--- src/rtl/exp2_fx.sv ---
// exp2_fx: bit-serial fixed-point base-2 antilog of a signed Q(M).N exponent.
// Optional macro EXP2_SAT_FLAG_EN adds oFlag = {underflow, saturated}.
module exp2_fx #(
  parameter int M = 4,
  parameter int N = 10,
  parameter int G = 4
) (
  input  logic         clock,
  input  logic         reset,
  input  logic         iValid,
  output logic         iReady,
  input  logic [M+N:0] number,
  output logic         oValid,
  input  logic         oReady,
  output logic [M+N:0] expNumber
`ifdef EXP2_SAT_FLAG_EN
  ,
  output logic [1:0]   oFlag
`endif
);
  localparam int AW = 2 + N + G;
  localparam int KW = $clog2(N + 1);
  localparam int SW = AW + M;
  localparam int S  = 30;
  localparam logic signed [M:0] M_S = (M + 1)'(M);
  localparam logic [M+N:0] SAT_VAL = {1'b0, {(M + N){1'b1}}};

  typedef enum logic [1:0] {IDLE, ITER, SHIFT, DONE} state_t;

  function automatic logic [63:0] isqrt(input logic [63:0] v);
    logic [63:0] r;
    logic [63:0] t;
    r = '0;
    for (int b = 31; b >= 0; b--) begin
      t = r | (64'd1 << b);
      if (t * t <= v) r = t;
    end
    return r;
  endfunction

  // 2^(2^-k): take k square roots of 2.0 at 2^-S resolution, then round to N+G bits.
  function automatic logic [AW-1:0] c_const(input int k);
    logic [63:0] c;
    logic [63:0] rnd;
    c = 64'd2 << S;
    for (int j = 0; j < k; j++) c = isqrt(c << S);
    rnd = (c + (64'd1 << (S - N - G - 1))) >> (S - N - G);
    return rnd[AW-1:0];
  endfunction

  logic [AW-1:0] c_tab [2**KW];

  generate
    for (genvar gi = 0; gi < 2**KW; gi++) begin : g_ctab
      if (gi >= 1 && gi <= N) begin : g_c
        localparam logic [AW-1:0] CK = c_const(gi);
        assign c_tab[gi] = CK;
      end else begin : g_z
        assign c_tab[gi] = '0;
      end
    end
  endgenerate

  state_t              state_q, state_d;
  logic [KW-1:0]       k_q, k_d;
  logic [AW-1:0]       acc_q, acc_d;
  logic signed [M:0]   int_q, int_d;
  logic [N-1:0]        frac_q, frac_d;
  logic [M+N:0]        res_q, res_d;
  logic                valid_q, valid_d;
`ifdef EXP2_SAT_FLAG_EN
  logic [1:0]          flag_q, flag_d;
`endif

  logic [2*AW-1:0]     prod;
  logic [M:0]          neg_i;
  logic [SW-1:0]       shifted;
  logic [M+N-1:0]      mag;
  logic                sat;

  always_comb begin
    state_d = state_q;
    k_d     = k_q;
    acc_d   = acc_q;
    int_d   = int_q;
    frac_d  = frac_q;
    res_d   = res_q;
    valid_d = valid_q;
`ifdef EXP2_SAT_FLAG_EN
    flag_d  = flag_q;
`endif
    prod  = acc_q * c_tab[k_q];
    neg_i = -int_q;
    sat   = (int_q >= M_S);
    if (int_q[M]) shifted = SW'(acc_q) >> neg_i;
    else          shifted = SW'(acc_q) << int_q[M-1:0];
    mag = (M + N)'(shifted >> G);

    unique case (state_q)
      IDLE: begin
        if (iValid) begin
          int_d   = number[M+N:N];
          frac_d  = number[N-1:0];
          acc_d   = {2'b01, {(N + G){1'b0}}};
          k_d     = KW'(1);
          state_d = ITER;
        end
      end
      ITER: begin
        // frac is consumed MSB first, so frac_q[N-1] is always f[N-k].
        if (frac_q[N-1]) acc_d = AW'(prod >> (N + G));
        frac_d = frac_q << 1;
        if (k_q == KW'(N)) state_d = SHIFT;
        else               k_d = k_q + KW'(1);
      end
      SHIFT: begin
        res_d   = sat ? SAT_VAL : {1'b0, mag};
        valid_d = 1'b1;
`ifdef EXP2_SAT_FLAG_EN
        flag_d  = {~sat & int_q[M] & (mag == '0), sat};
`endif
        state_d = DONE;
      end
      DONE: begin
        if (oReady) begin
          valid_d = 1'b0;
          state_d = IDLE;
        end
      end
      default: state_d = IDLE;
    endcase
  end

  always_ff @(posedge clock or negedge reset) begin
    if (!reset) begin
      state_q <= IDLE;
      k_q     <= '0;
      acc_q   <= '0;
      int_q   <= '0;
      frac_q  <= '0;
      res_q   <= '0;
      valid_q <= 1'b0;
`ifdef EXP2_SAT_FLAG_EN
      flag_q  <= 2'b00;
`endif
    end else begin
      state_q <= state_d;
      k_q     <= k_d;
      acc_q   <= acc_d;
      int_q   <= int_d;
      frac_q  <= frac_d;
      res_q   <= res_d;
      valid_q <= valid_d;
`ifdef EXP2_SAT_FLAG_EN
      flag_q  <= flag_d;
`endif
    end
  end

  assign iReady    = (state_q == IDLE);
  assign oValid    = valid_q;
  assign expNumber = res_q;
`ifdef EXP2_SAT_FLAG_EN
  assign oFlag     = flag_q;
`endif

endmodule

--- config.mk ---
export PLATFORM = sky130hd
export DESIGN_NAME = exp2_fx
export DESIGN_NICKNAME = d
export VERILOG_FILES = /design/src/rtl/exp2_fx.sv
export SDC_FILE = /design/constraint.sdc
export NUM_CORES = 1
export LEC_CHECK = 0
export CORE_ASPECT_RATIO = 0.75
export CORE_MARGIN = 2
export CORE_UTILIZATION = 55
export CTS_CLUSTER_DIAMETER = 40
export DETAILED_ROUTE_END_ITERATION = 8
export HOLD_SLACK_MARGIN = 0.12
export PLACE_DENSITY = 0.73
export RECOVER_POWER = 25
export SYNTH_ARGS = -nofsm -noshare
export SYNTH_HDL_FRONTEND = slang
export SYNTH_SLANG_ARGS = --single-unit
--- constraint.sdc ---
create_clock -name clock -period 9.8 [get_ports clock]
set_input_delay 1.47 -clock clock [delete_from_list [all_inputs] [get_ports clock]]
set_output_delay 1.47 -clock clock [all_outputs]
set_load 0.05 [all_outputs]
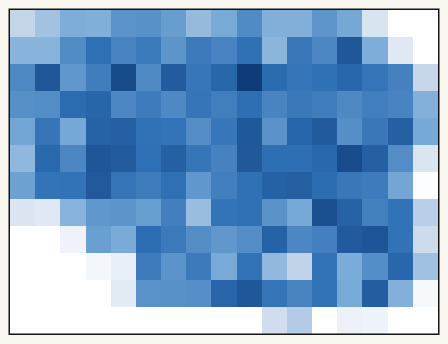
Figure 1: run 1, cell area per tile.
The die is cut into 17 by 12 equal tiles; white is low, dark blue is high, 0 to 100% covered.
mean over tiles: 54%
emptiest ninth of the die: lower left
tiles over 75% full: 19%

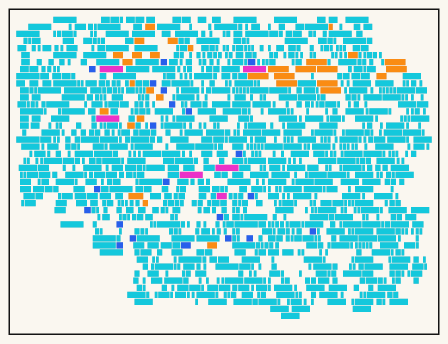
Figure 2: run 1, cells by drive strength.
legend:
  x3 and x4:
    color: blue
    cells: 21
    most_used: buf_4
  x2:
    color: orange
    cells: 31
    most_used: mux4_2
  x1 and smaller:
    color: cyan
    cells: 1167
    most_used: inv_1
  x6 and larger:
    color: magenta
    cells: 6
    most_used: clkbuf_16

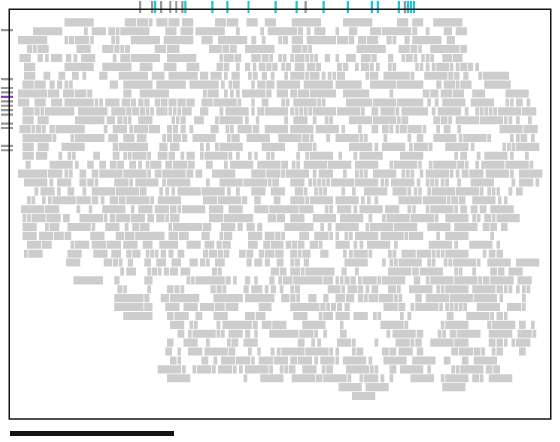
Figure 3: run 1, pin placement.
The bar under the picture is 50 um long. Pins as bars across the die edge, other pins in gray.
legend:
  iValid:
    color: purple
    pins: 1
    direction: input
    edge: left
  expNumber:
    color: cyan
    pins: 15
    direction: output
    edge: top
all pins by edge: 23 top, 13 left

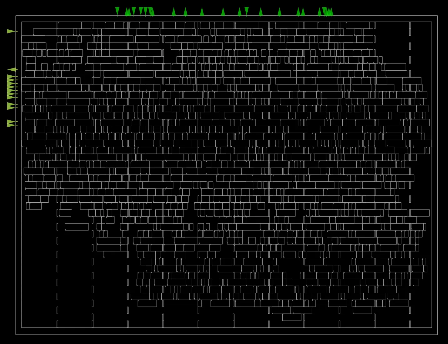
Figure 4: run 1, placement view.
flip-flops: 52
num tapcells: 253
standard-cell rows: 44

==> flow_summary.json, run 1 <==
{
  "status": "finished with violations",
  "violations": "max-capacitance violations, max-slew violations",
  "arrival_ns": 8.07,
  "fillCellCount": 1682,
  "syn_avg_cell_area_um2": 8.65,
  "top_cell": "inv_1",
  "seq_area_frac": 0.114,
  "tightestPinTransition_ns": 3.03,
  "ys_sh_mux": 0.0522,
  "rsz0062_at_grt": "false",
  "regToRegEndpoint": "acc_q[9]",
  "grt_max_degree": 53,
  "ant_nets": 0,
  "netlist-cell-type-count": 57,
  "tool_warnings": 34,
  "worstPathCellList": "inv_1 > ha_1 > mux2i_1 > o21ai_2 > nand2_1 > fa_1 > fa_1 > fa_1 > fa_1 > inv_1 > fa_1 > inv_1 > fa_1 > inv_1 > ha_1 > a21oi_1 > o21ai_0 > a221oi_1 > nand2_1 > o21ai_0 > o21ai_0 > a21oi_1 > xor2_1 > o21ai_0",
  "hold_path.startpoint": "expNumber[3]",
  "ys_cells": 1238,
  "ys_top_logic_family": "adder cells",
  "cap_violations": 1,
  "fp_util": 0.557,
  "biggestCellCategory": "multi-input combinational cells",
  "comb_area_share": 0.725,
  "setup_viol": 0,
  "nClkBuffers": 5,
  "simple_gate_area_frac": 0.164,
  "crit_end": "acc_q[9]",
  "async_reset_ff_frac": 1.00,
  "cts.htree.levels": 2,
  "lay_top_count": "inv_1",
  "core_area_um2": 19200,
  "drv_slew": 53,
  "ys_sh_xor": 0.0188,
  "top_cells_by_count": "inv_1 (233), nand2_1 (190), fa_1 (164)",
  "r2r_slack_ns": 1.90,
  "drt_first_pass_iters": 5,
  "critical_path_class": "flip-flop to flip-flop",
  "maxSlewHeadroom": -1.02,
  "stdcell_area_um2": 11400,
  "dp.cells": 1470
}
[run 1: state kept, by name (all words and copies together), names as in the netlist]
name / cells
oValid: 1
expNumber: 14
state_q: 2
acc_q: 16
frac_q: 10
k_q: 4
int_q: 5
[run 1: metal layers]
layer | global-route usage | routed length, um
met3 | 0.0829 | 2860
met2 | 0.394 | 11200
met1 | 0.419 | 11900
met5 | 0 | 0
met4 | 0.0547 | 368
Figure 5. Zoomed window (run 1).
Region (114, 84) to (134, 104) um. Cells in gray, sequential cells in the stronger gray; small squares are vias.
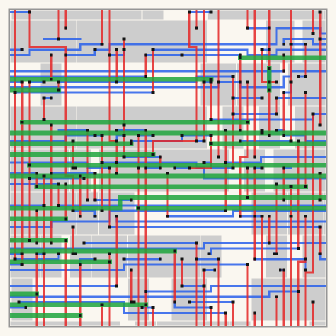

==> inputs of run 2 (changes only) <==
- clock period: 9.8 -> 7.3 ns (I/O delays scaled with it)
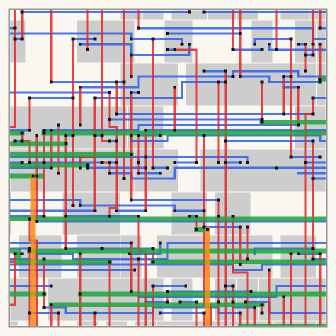
Figure 6: run 2, zoomed window.
Region (114, 84) to (134, 104) um. Cells in gray, sequential cells in the stronger gray; small squares are vias.
legend:
  M1:
    color: blue
  M2:
    color: red
  M4:
    color: orange
  M3:
    color: green
cells with their middle in the window: 24
most frequent: mux4_2 (4)
sequential cells in the window: 0

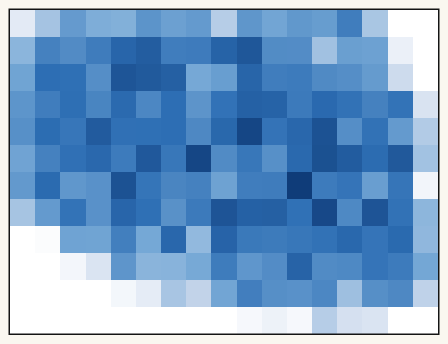
Figure 7: run 2, cell area per tile.
The die is cut into 17 by 12 equal tiles; white is low, dark blue is high, 0 to 100% covered.
Final Util: 0.599
Core ar.: 19200 um2
Pre-Place Util: 0.557

==> flow_summary.json, run 2 <==
{
  "status": "finished with violations",
  "violations": "max-capacitance violations, max-slew violations",
  "comb_area_share": 0.717,
  "cap_violations": 1,
  "hold_path.startpoint": "expNumber[3]",
  "biggestCellCategory": "multi-input combinational cells",
  "ys_top_logic_family": "adder cells",
  "regMostFlops": "acc_q",
  "syn_avg_cell_area_um2": 8.65,
  "critical_path_class": "flip-flop to flip-flop",
  "grt_max_degree": 53,
  "r2r_slack_ns": 0.33,
  "crit_end": "acc_q[15]",
  "grt.busiest_layer": "met1",
  "simple_gate_area_frac": 0.164,
  "ys_sh_mux": 0.0522,
  "drv_slew": 53,
  "top_cells_by_count": "inv_1 (233), nand2_1 (190), fa_1 (164)",
  "setup_viol": 0
}
run 2: cell count changes in the layout (fill, tap and decap cells not counted), sizes merged:
| cell | before | now |
|---|---|---|
| clkinv | 3 | 2 |
| clkdlybuf4s50 | 32 | 33 |
| dlygate4sd3 | 1 | 0 |
| diode | 1 | 0 |
| inv | 234 | 235 |
| buf | 19 | 36 |
run 2: through the flow:
stage / cells / util / area [um2]
after floorplan: 1238 / - / 10700
after global placement: 1487 / 0.590 / 11300
after detailed placement: 1487 / 0.590 / 11300
after CTS: 1495 / 0.597 / 11500
after global routing: 1495 / 0.599 / 11500
final: 1495 / 0.599 / 11500
Figure 8. Pin placement (run 2).
The bar under the picture is 50 um long. Pins as bars across the die edge, other pins in gray.
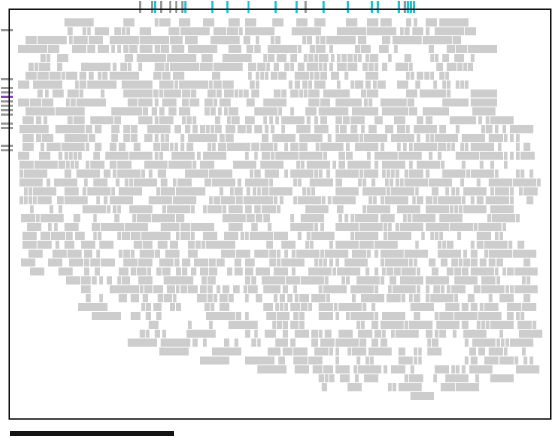

==> inputs of run 3 (changes only) <==
- DONT_BUFFER_PORTS: default -> 1
- GPL_TIMING_DRIVEN: default -> 0
- PLACE_DENSITY: 0.73 -> 0.7
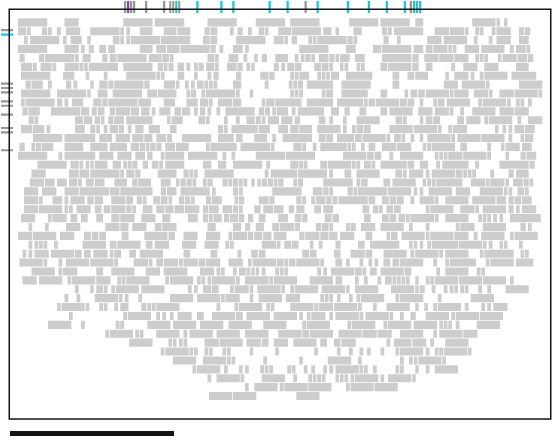
Figure 9: run 3, pin placement.
The bar under the picture is 50 um long. Pins as bars across the die edge, other pins in gray.
legend:
  iValid:
    color: purple
    pins: 1
    direction: input
    edge: top
  expNumber:
    color: cyan
    pins: 15
    direction: output
    edge: 14 top, 1 left

==> flow_summary.json, run 3 <==
{
  "comb_area_share": 0.725,
  "hold_class": "input pin to asynchronous set/reset pin",
  "biggestCellCategory": "multi-input combinational cells",
  "fin_cells": 1518,
  "final_core_util": 0.606,
  "drc": 0,
  "crit_path_top_delay_cell": "fa_1",
  "fp_util": 0.557,
  "fin_crit_sh": 0.969,
  "drive_gt1_frac": 0.0901,
  "ys_sh_mux": 0.0522,
  "drv_slew": 0,
  "crit_end": "acc_q[15]",
  "critical_path_class": "flip-flop to flip-flop",
  "antenna_found_initial": 0,
  "ys_top_logic_family": "adder cells",
  "core_area_um2": 19200,
  "status": "finished clean",
  "grt_max_degree": 53,
  "regMostFlops": "acc_q",
  "cap_violations": 0,
  "gr-total-overflow": 0,
  "stdcell_area_um2": 11600,
  "dp.cells": 1491,
  "top_cells_by_count": "inv_1 (233), nand2_1 (190), fa_1 (164)"
}
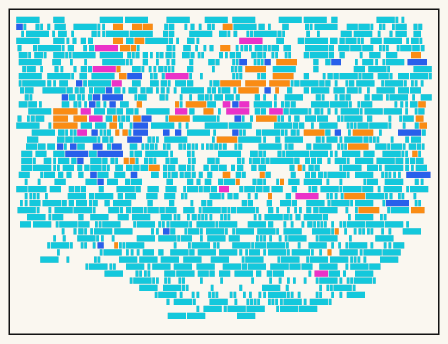
Figure 10: run 3, cells by drive strength.
legend:
  x6 and larger:
    color: magenta
    cells: 16
    most_used: clkbuf_16
  x3 and x4:
    color: blue
    cells: 40
    most_used: buf_4
  x2:
    color: orange
    cells: 58
  x1 and smaller:
    color: cyan
    cells: 1151
    most_used: inv_1

[run 3: kinds of logic (layout without fill, tap and decap cells)]
kind of cell | after synthesis | in the layout
AND/OR/NAND/NOR | 373 | 373
buffers and inverters | 309 | 336
adder cells (fa/ha/maj) | 276 | 276
AND-OR/OR-AND | 163 | 163
flip-flops | 52 | 52
multiplexers | 41 | 41
XOR/XNOR | 23 | 23
other | 1 | 1
[run 3: metal layers]
metal / up-vias / track usage / part of all wire
met4: 0 / 0.0455 / 0.012
li1: 3932 / - / -
met5: - / 0 / 0
met2: 308 / 0.433 / 0.44
met1: 4342 / 0.453 / 0.47
met3: 38 / 0.0466 / 0.078
